<file path="src/rtl/mult_pkg.sv">
// Shared types for the repeated-addition multiplier.
package mult_pkg;

  typedef enum logic [1:0] {
    IDLE = 2'd0,
    RUN  = 2'd1,
    DONE = 2'd2
  } mult_state_t;

endpackage

</file>
<file path="src/rtl/mult_down_cntr.sv">
// Loadable down-counter holding the remaining iteration count.
// It saturates at zero, so it never wraps.
module mult_down_cntr #(
  parameter int unsigned WIDTH = 16
) (
  input  logic             clk,
  input  logic             rst,
  input  logic             ld,
  input  logic             dec,
  input  logic [WIDTH-1:0] din,
  output logic [WIDTH-1:0] dout,
  output logic             zero
);

  logic [WIDTH-1:0] cnt_q, cnt_d;

  always_comb begin
    cnt_d = cnt_q;
    if (ld) begin
      cnt_d = din;
    end else if (dec && (cnt_q != '0)) begin
      cnt_d = cnt_q - 1'b1;
    end
  end

  always_ff @(posedge clk) begin
    if (rst) begin
      cnt_q <= '0;
    end else begin
      cnt_q <= cnt_d;
    end
  end

  assign dout = cnt_q;
  assign zero = (cnt_q == '0);

endmodule

</file>
<file path="src/rtl/rep_add_mult_seq.sv">
// Sequential multiplier by repeated addition with start/busy/done handshake.
// Define OPERAND_SWAP_EN to iterate over the smaller operand (shorter latency).
module rep_add_mult_seq
  import mult_pkg::*;
#(
  parameter int unsigned WIDTH = 16
) (
  input  logic               clk,
  input  logic               rst,
  input  logic               start,
  input  logic [WIDTH-1:0]   a_in,
  input  logic [WIDTH-1:0]   b_in,
  output logic               busy,
  output logic               done,
  output logic [2*WIDTH-1:0] product
);

  mult_state_t          state_q, state_d;
  logic [2*WIDTH-1:0]   a_q, a_d;
  logic [2*WIDTH-1:0]   p_q, p_d;
  logic [2*WIDTH-1:0]   prod_q, prod_d;

  logic                 cnt_ld, cnt_dec, cnt_zero;
  logic [WIDTH-1:0]     cnt_din, cnt_dout;
  logic [WIDTH-1:0]     mcand, mplier;

`ifdef OPERAND_SWAP_EN
  // The smaller operand becomes the loop count; the product is unchanged.
  always_comb begin
    if (a_in < b_in) begin
      mcand  = b_in;
      mplier = a_in;
    end else begin
      mcand  = a_in;
      mplier = b_in;
    end
  end
`else
  assign mcand  = a_in;
  assign mplier = b_in;
`endif

  mult_down_cntr #(.WIDTH(WIDTH)) u_cntr (
    .clk  (clk),
    .rst  (rst),
    .ld   (cnt_ld),
    .dec  (cnt_dec),
    .din  (cnt_din),
    .dout (cnt_dout),
    .zero (cnt_zero)
  );

  always_comb begin
    state_d = state_q;
    a_d     = a_q;
    p_d     = p_q;
    prod_d  = prod_q;
    cnt_ld  = 1'b0;
    cnt_dec = 1'b0;
    cnt_din = mplier;
    done    = 1'b0;
    case (state_q)
      IDLE: begin
        if (start) begin
          cnt_ld  = 1'b1;
          a_d     = (2*WIDTH)'(mcand);
          p_d     = '0;
          state_d = RUN;
        end
      end
      RUN: begin
        // product is loaded on the way into DONE so it is valid with the pulse.
        if (cnt_zero) begin
          prod_d  = p_q;
          state_d = DONE;
        end else begin
          p_d     = p_q + a_q;
          cnt_dec = 1'b1;
        end
      end
      DONE: begin
        done    = 1'b1;
        state_d = IDLE;
      end
      default: state_d = IDLE;
    endcase
  end

  always_ff @(posedge clk) begin
    if (rst) begin
      state_q <= IDLE;
      a_q     <= '0;
      p_q     <= '0;
      prod_q  <= '0;
    end else begin
      state_q <= state_d;
      a_q     <= a_d;
      p_q     <= p_d;
      prod_q  <= prod_d;
    end
  end

  assign busy    = (state_q != IDLE);
  assign product = prod_q;

  logic unused_cnt;
  assign unused_cnt = ^cnt_dout;

endmodule

</file>
<file path="config.mk">
export PLATFORM = sky130hd
export DESIGN_NAME = rep_add_mult_seq
export DESIGN_NICKNAME = d
export VERILOG_FILES = /design/src/rtl/mult_pkg.sv /design/src/rtl/mult_down_cntr.sv /design/src/rtl/rep_add_mult_seq.sv
export SDC_FILE = /design/constraint.sdc
export NUM_CORES = 1
export LEC_CHECK = 0
export ABC_AREA = 1
export CAP_MARGIN = 0
export CORE_MARGIN = 2
export CORE_UTILIZATION = 45
export DETAILED_ROUTE_END_ITERATION = 12
export PLACE_DENSITY = 0.67
export SETUP_SLACK_MARGIN = 0.15
export SYNTH_ARGS = -nofsm -noshare
export SYNTH_HDL_FRONTEND = slang
export SYNTH_SLANG_ARGS = --single-unit
</file>
<file path="constraint.sdc">
create_clock -name clk -period 3.9 [get_ports clk]
set_clock_uncertainty 0.05 [all_clocks]
set_input_delay 0.78 -clock clk [delete_from_list [all_inputs] [get_ports clk]]
set_output_delay 0.78 -clock clk [all_outputs]
set_load 0.005 [all_outputs]
</file>
==> flow_summary.toml, run 1 <==
# yosys + openroad results
[finish]
ff_latch_area_mm2 = 0.00196
comb_area_share_pct = 44.3
clkbuf_count = 10
largest_cell_class = "combinational gates"
stdcell_area_mm2 = 0.00645
mi_logic_area_mm2 = 0.00285
inv_count = 128
num-multi-input-gates = 600
drive_above_1_share_pct = 3.18
final_util_pct = 54.3

[cts]
cts_buffer_depth = 2
ctsResizeCount = 0
cts_sinks = 98

[hold_path]
worstHoldPathType = "flop to flop"
hold_path_depth = 2

[worst_setup_path]
cp.arrival_ns = 2.74
timing.rr.start = "u_cntr.dout[0]"
crit_end = "p_q[16]"
reg2reg_depth = 9
cp-end-kind = "flop"

[placement]
post_dp_cell_area_mm2 = 0.00618
dp_slack_ns = 1.00
gp_congestion = 0.904

[timing]
finalSetupViolCount = 0
hold-worst-slack_ns = 0.391
slew_headroom_pct = 28.9
grt_setup_unrepaired = "no"
fin_tns_setup_ns = 0
finalCriticalPeriod_ns = 2.52

[drt]
drt_pass1_iterations = 4
vias = 5161
wirelength_mm = 12.8
drt_iter0_markers = 297
wl_per_cell_um = 12.1

[logic_synthesis]
muxShareOfSynthArea_pct = 0.185
top_area_share_pct = 36.2
synth-edff-count = 0
top_cells_by_count = "226 x nand2_1, 128 x inv_1, 113 x nor2_1"
ys_seq_share_pct = 36.2
aoi_share_pct = 15.2
yosysMostFrequentCell = "nand2_1"

[power_and_ir_drop]
p_switching_mw = 0.742
p_sw_share_pct = 30.4
pwr-share-clk_pct = 33.3

[floorplan]
die_area_mm2 = 0.0129
dieHeight_um = 114
n_tap_cell = 147

[run_status]
status = "complete, no violations"

[run]
drv_cap = 0

[global_routing]
grt_overflow = 0
run 1: state kept, by name (all words and copies together) (netlist names):
name and count:
p_q 32, u_cntr.dout 16, state_q 2, product 32
a_q 16
run 1: power groups by stage:
stage                     combinational, mW  sequential [mW]  clock (mW)
after floorplan                       0.372             1.13           0
after global placement                0.506             1.14           0
after detailed placement              0.509             1.14           0
after CTS                             0.513             1.12       0.826
after global routing                  0.592             1.13       0.867
final                                 0.510             1.12       0.811
run 1: routing by layer:
layer  up-vias  routed length [um]  GRT usage (%)
li1       2800                   -              -
met2       102                5690           33.8
met1      2244                6350           28.9
met5         -                   0              0
met4         0                 189           7.64
met3        15                 569           3.61
run 1: critical path: cells and delay by family:
kind / cells / cell delay (ns)
buffers and inverters: 3 / 0.78
AND/OR/NAND/NOR: 3 / 1.17
Fig. 1: run 1, clock routing
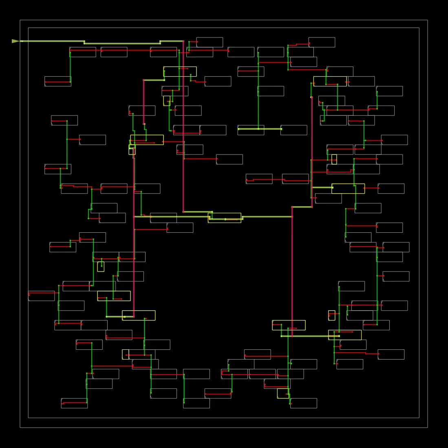
Skew-Pair Late Insertion Delay: 0.35 ns
flip-flops: 98

Fig. 2: run 1, wires at chosen ports, followed through buffers
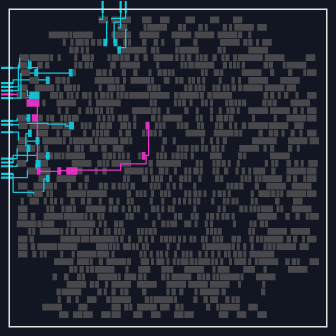
b_in -> cyan  # direction input, edge 13 left, 3 top, end cells 16, buffers 16, wire 212 um
rst -> magenta  # direction input, edge left, end cells 7, buffers 1, wire 88.7 um
I/O Buffers: 68
# IOs: 69

Fig. 3: run 1, cells by drive strength
Bar = 20 um.
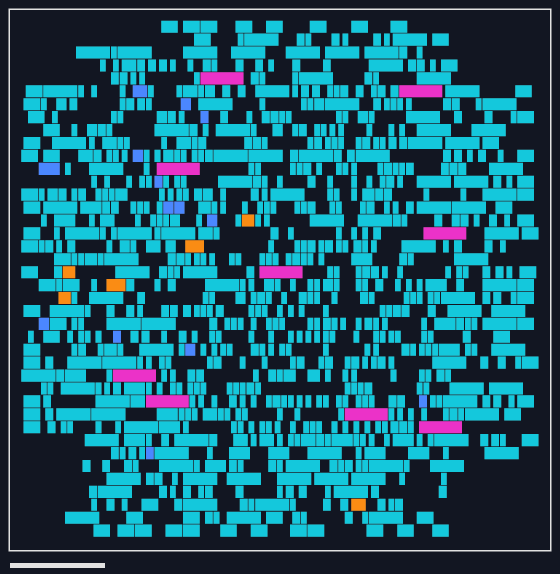
x6 and larger -> magenta  # cells 9
x3 and x4 -> orange  # cells 6
x1 and smaller -> cyan  # cells 884
x2 -> blue  # cells 14
Setup WS post-layout: 1.38 ns
Plain + repair buffers: 71

## Run 2: what changed since run 1
--- a/config.mk
+++ b/config.mk
@@ -10,7 +10,7 @@
 export CORE_MARGIN = 2
 export CORE_UTILIZATION = 45
 export DETAILED_ROUTE_END_ITERATION = 12
-export PLACE_DENSITY = 0.67
+export PLACE_DENSITY = 0.7
 export SETUP_SLACK_MARGIN = 0.15
 export SYNTH_ARGS = -nofsm -noshare
 export SYNTH_HDL_FRONTEND = slang
==> constraint.sdc (replaced) <==
create_clock -name clk -period 2.12 [get_ports clk]
set_clock_uncertainty 0.05 [all_clocks]
set_input_delay 0.424 -clock clk [delete_from_list [all_inputs] [get_ports clk]]
set_output_delay 0.424 -clock clk [all_outputs]
set_load 0.005 [all_outputs]
Fig. 4: run 2, cells by drive strength
Bar = 20 um.
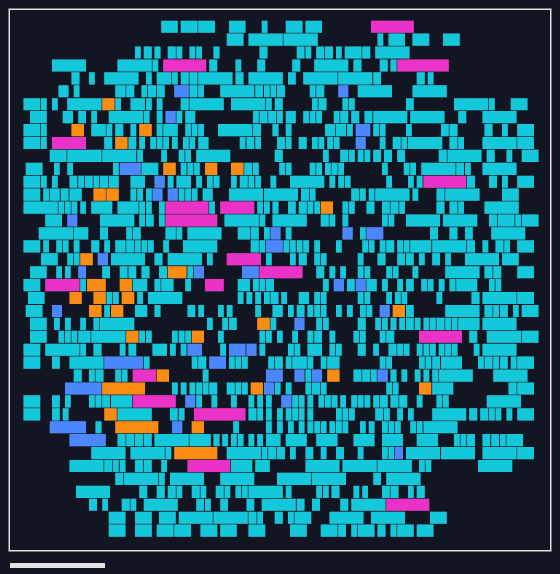
x1 and smaller -> cyan  # cells 849
x2 -> blue  # cells 40
x6 and larger -> magenta  # cells 18
x3 and x4 -> orange  # cells 32
Design Area, Final: 0.00691 mm^2
Plain + repair buffers: 98
Area growth, synth to finish: 27.7%

==> run 2 against run 1 <==
  * Worst setup slack worse by 1.1 ns
  * First-iteration DRC count is 11% lower
  * Critical path depth increased by 7
  * Non-clock buffer count rose by 27
  * Count of clock-buffer cells in the layout did not move
  * Die size unchanged
  * Sequential power grew 84%
  * Sequential share of layout area fell by 2.0 points
  * Synthesized cell count did not move
  * Final cell count grew 2.5%
  * Global-route usage up 0.75 points
  * Critical path type is now flop to flop
  * Critical endpoint is now p_q[24]
  * Largest cell class unchanged
==> flow_summary.toml, run 2 <==
# yosys + openroad results
[global_routing]
grt_util_met2_pct = 36.0
grt-busiest-layer = "met2"
grt_overflow = 0

[floorplan]
die_area_mm2 = 0.0129
io_pins = 69

[drt]
top_layer_used = "met4"
vias = 5370
met3_length_um = 552
wl_per_cell_um = 12.5
drt_pass1_iterations = 4

[power_and_ir_drop]
pg_seq_mw = 2.06
power.group.top = "sequential cells"
pwr-share-clk_pct = 37.3
p_switching_mw = 1.42

[logic_synthesis]
synth-edff-count = 0
ys_seq_share_pct = 36.2
top_cells_by_count = "226 x nand2_1, 128 x inv_1, 113 x nor2_1"
aoi_share_pct = 15.2

[cts]
clock_latency_ns = 0.36
cts_sinks = 98
ctsResizeCount = 4

[run_status]
status = "complete, no violations"

[finish]
final_util_pct = 58.3

[run]
drv_cap = 0

[placement]
port_buffers = 68
dp_slack_ns = 0.0321

[worst_setup_path]
reg2reg_depth = 13

[timing]
fin_tns_setup_ns = 0
slew_headroom_pct = 80.0
hold-worst-slack_ns = 0.389
grt_setup_unrepaired = "yes"

[hold_path]
worstHoldPathType = "flop to flop"
Fig. 5: run 2, wires at chosen ports, followed through buffers
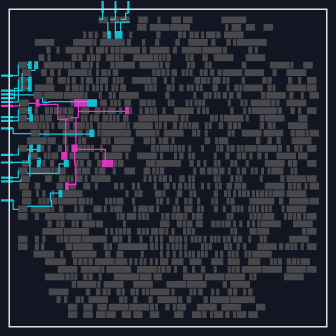
rst -> magenta  # direction input, edge left, end cells 7, buffers 2, wire 109 um
b_in -> cyan  # direction input, edge 13 left, 3 top, end cells 16, buffers 16, wire 216 um

## run 2: cell type report
class / instances / area (um^2)
Tap cell: 147 / 184
Fill cell: 1175 / 4950
Clock inverter: 5 / 103
Inverter: 128 / 484
Sequential cell: 98 / 1970
Clock buffer: 10 / 239
Timing Repair Buffer: 98 / 945
Multi-Input combinational cell: 600 / 2990
## run 2: cell families after synthesis
kind of cell / count (synthesis)
flops: 98
buf+inv: 153
compound gates: 159
xor+xnor: 13
simple gates: 408
fa+ha+maj: 19
mux: 1
## run 2: critical path: cells and delay by family (launching register included)
kind,cells,cell delay (ns)
adder cells (fa/ha/maj),2,0.54
AND-OR/OR-AND,1,0.16
flip-flops,1,0.36
buffers and inverters,2,0.11
AND/OR/NAND/NOR,8,0.56
## Run 3: what changed since run 2
==> constraint.sdc (replaced) <==
create_clock -name clk -period 1.6 [get_ports clk]
set_clock_uncertainty 0.05 [all_clocks]
set_input_delay 0.32 -clock clk [delete_from_list [all_inputs] [get_ports clk]]
set_output_delay 0.32 -clock clk [all_outputs]
set_load 0.005 [all_outputs]
Fig. 6: run 3, cells by drive strength
Bar = 20 um.
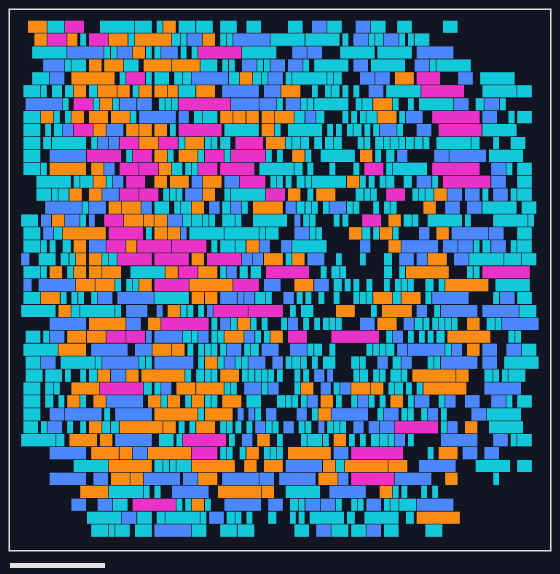
x2 -> blue  # cells 220
x6 and larger -> magenta  # cells 61
x1 and smaller -> cyan  # cells 590
x3 and x4 -> orange  # cells 181
Plain + repair buffers: 210
Setup WS post-layout: -0.284 ns
Design Area, Final: 0.00928 mm^2

==> run 3 against run 2 <==
  * Power up 60%
  * Sequential power is 35% higher
  * Utilization grew 20 points
  * Clock power up 29%
  * Count of clock-buffer cells in the layout up 2
  * Sequential share of layout area down 6.7 points
  * The run now ends with setup timing left
==> flow_summary.toml, run 3 <==
# yosys + openroad results
[global_routing]
grt_overflow = 0
grt_util_met2_pct = 46.5

[timing]
fin_tns_setup_ns = -14.47
slew_headroom_pct = 76.9
grt_setup_unrepaired = "yes"
finalWorstSetupSlack_ns = -0.284
finalSetupViolCount = 80

[drt]
vias = 6315
top_layer_used = "met4"
drt_pass1_iterations = 5

[floorplan]
io_pins = 69

[logic_synthesis]
ys_seq_share_pct = 36.2
top_cells_by_count = "226 x nand2_1, 128 x inv_1, 113 x nor2_1"
synth-edff-count = 0

[run_status]
violations = "setup timing"
status = "complete, but fails checks"

[finish]
comb_area_share_pct = 44.7
syn2layout_area_growth_pct = 71.4
clkbuf_count = 12

[power_and_ir_drop]
power.group.top = "combinational logic"
pg_seq_mw = 2.79
pwr-share-clk_pct = 29.9

[cts]
cts_sinks = 98

[hold_path]
worstHoldPathType = "flop to flop"
Fig. 7: run 3, wires at chosen ports, followed through buffers
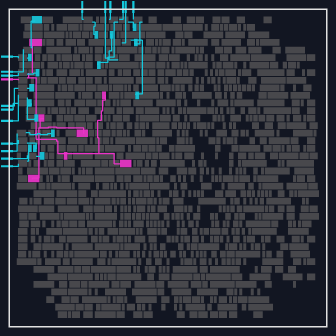
rst -> magenta  # direction input, edge left, end cells 7, buffers 3, wire 150 um
b_in -> cyan  # direction input, edge 10 left, 6 top, end cells 16, buffers 16, wire 247 um

==> run 3: cell counts after synthesis <==
Identical to the previous run, type by type.
==> run 3: critical path, cell delays in order (launching register included) <==
cell     delay, ns
dfxtp_2       0.34
inv_4         0.08
ha_4          0.15
nand2_2       0.06
nor2_2        0.12
nand2_2       0.09
nand2_4       0.10
nand2_4       0.07
buf_12        0.15
nor2_4        0.15
buf_12        0.14
buf_12        0.15
nand2_4       0.05
o21ai_2       0.08
==> run 3: metrics by stage <==
step	hold slack, ns	setup WS [ns]
2_1_floorplan	0.339	-0.150
3_3_place_gp	0.380	-0.185
3_5_place_dp	0.384	-0.230
4_1_cts	0.392	-0.182
5_1_grt	0.415	-0.338
6_report	0.396	-0.284

==> screenshots <==
Register map, names as in the netlist.
Bar = 20 um.
Plate I
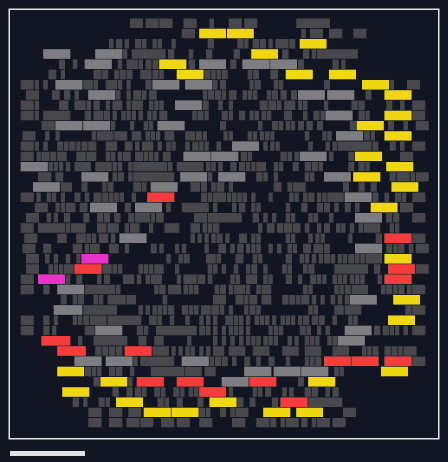
Plate II
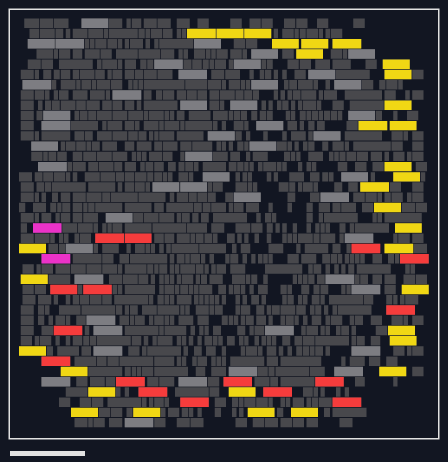
run 2: Plate I
run 3: Plate II

Key to Plate I:
product -> yellow  # placed flops 32, where spread over the die
a_q -> red  # placed flops 16
state_q -> magenta  # placed flops 2

Power figures rest on the tool's default switching activity, not on a simulated workload.
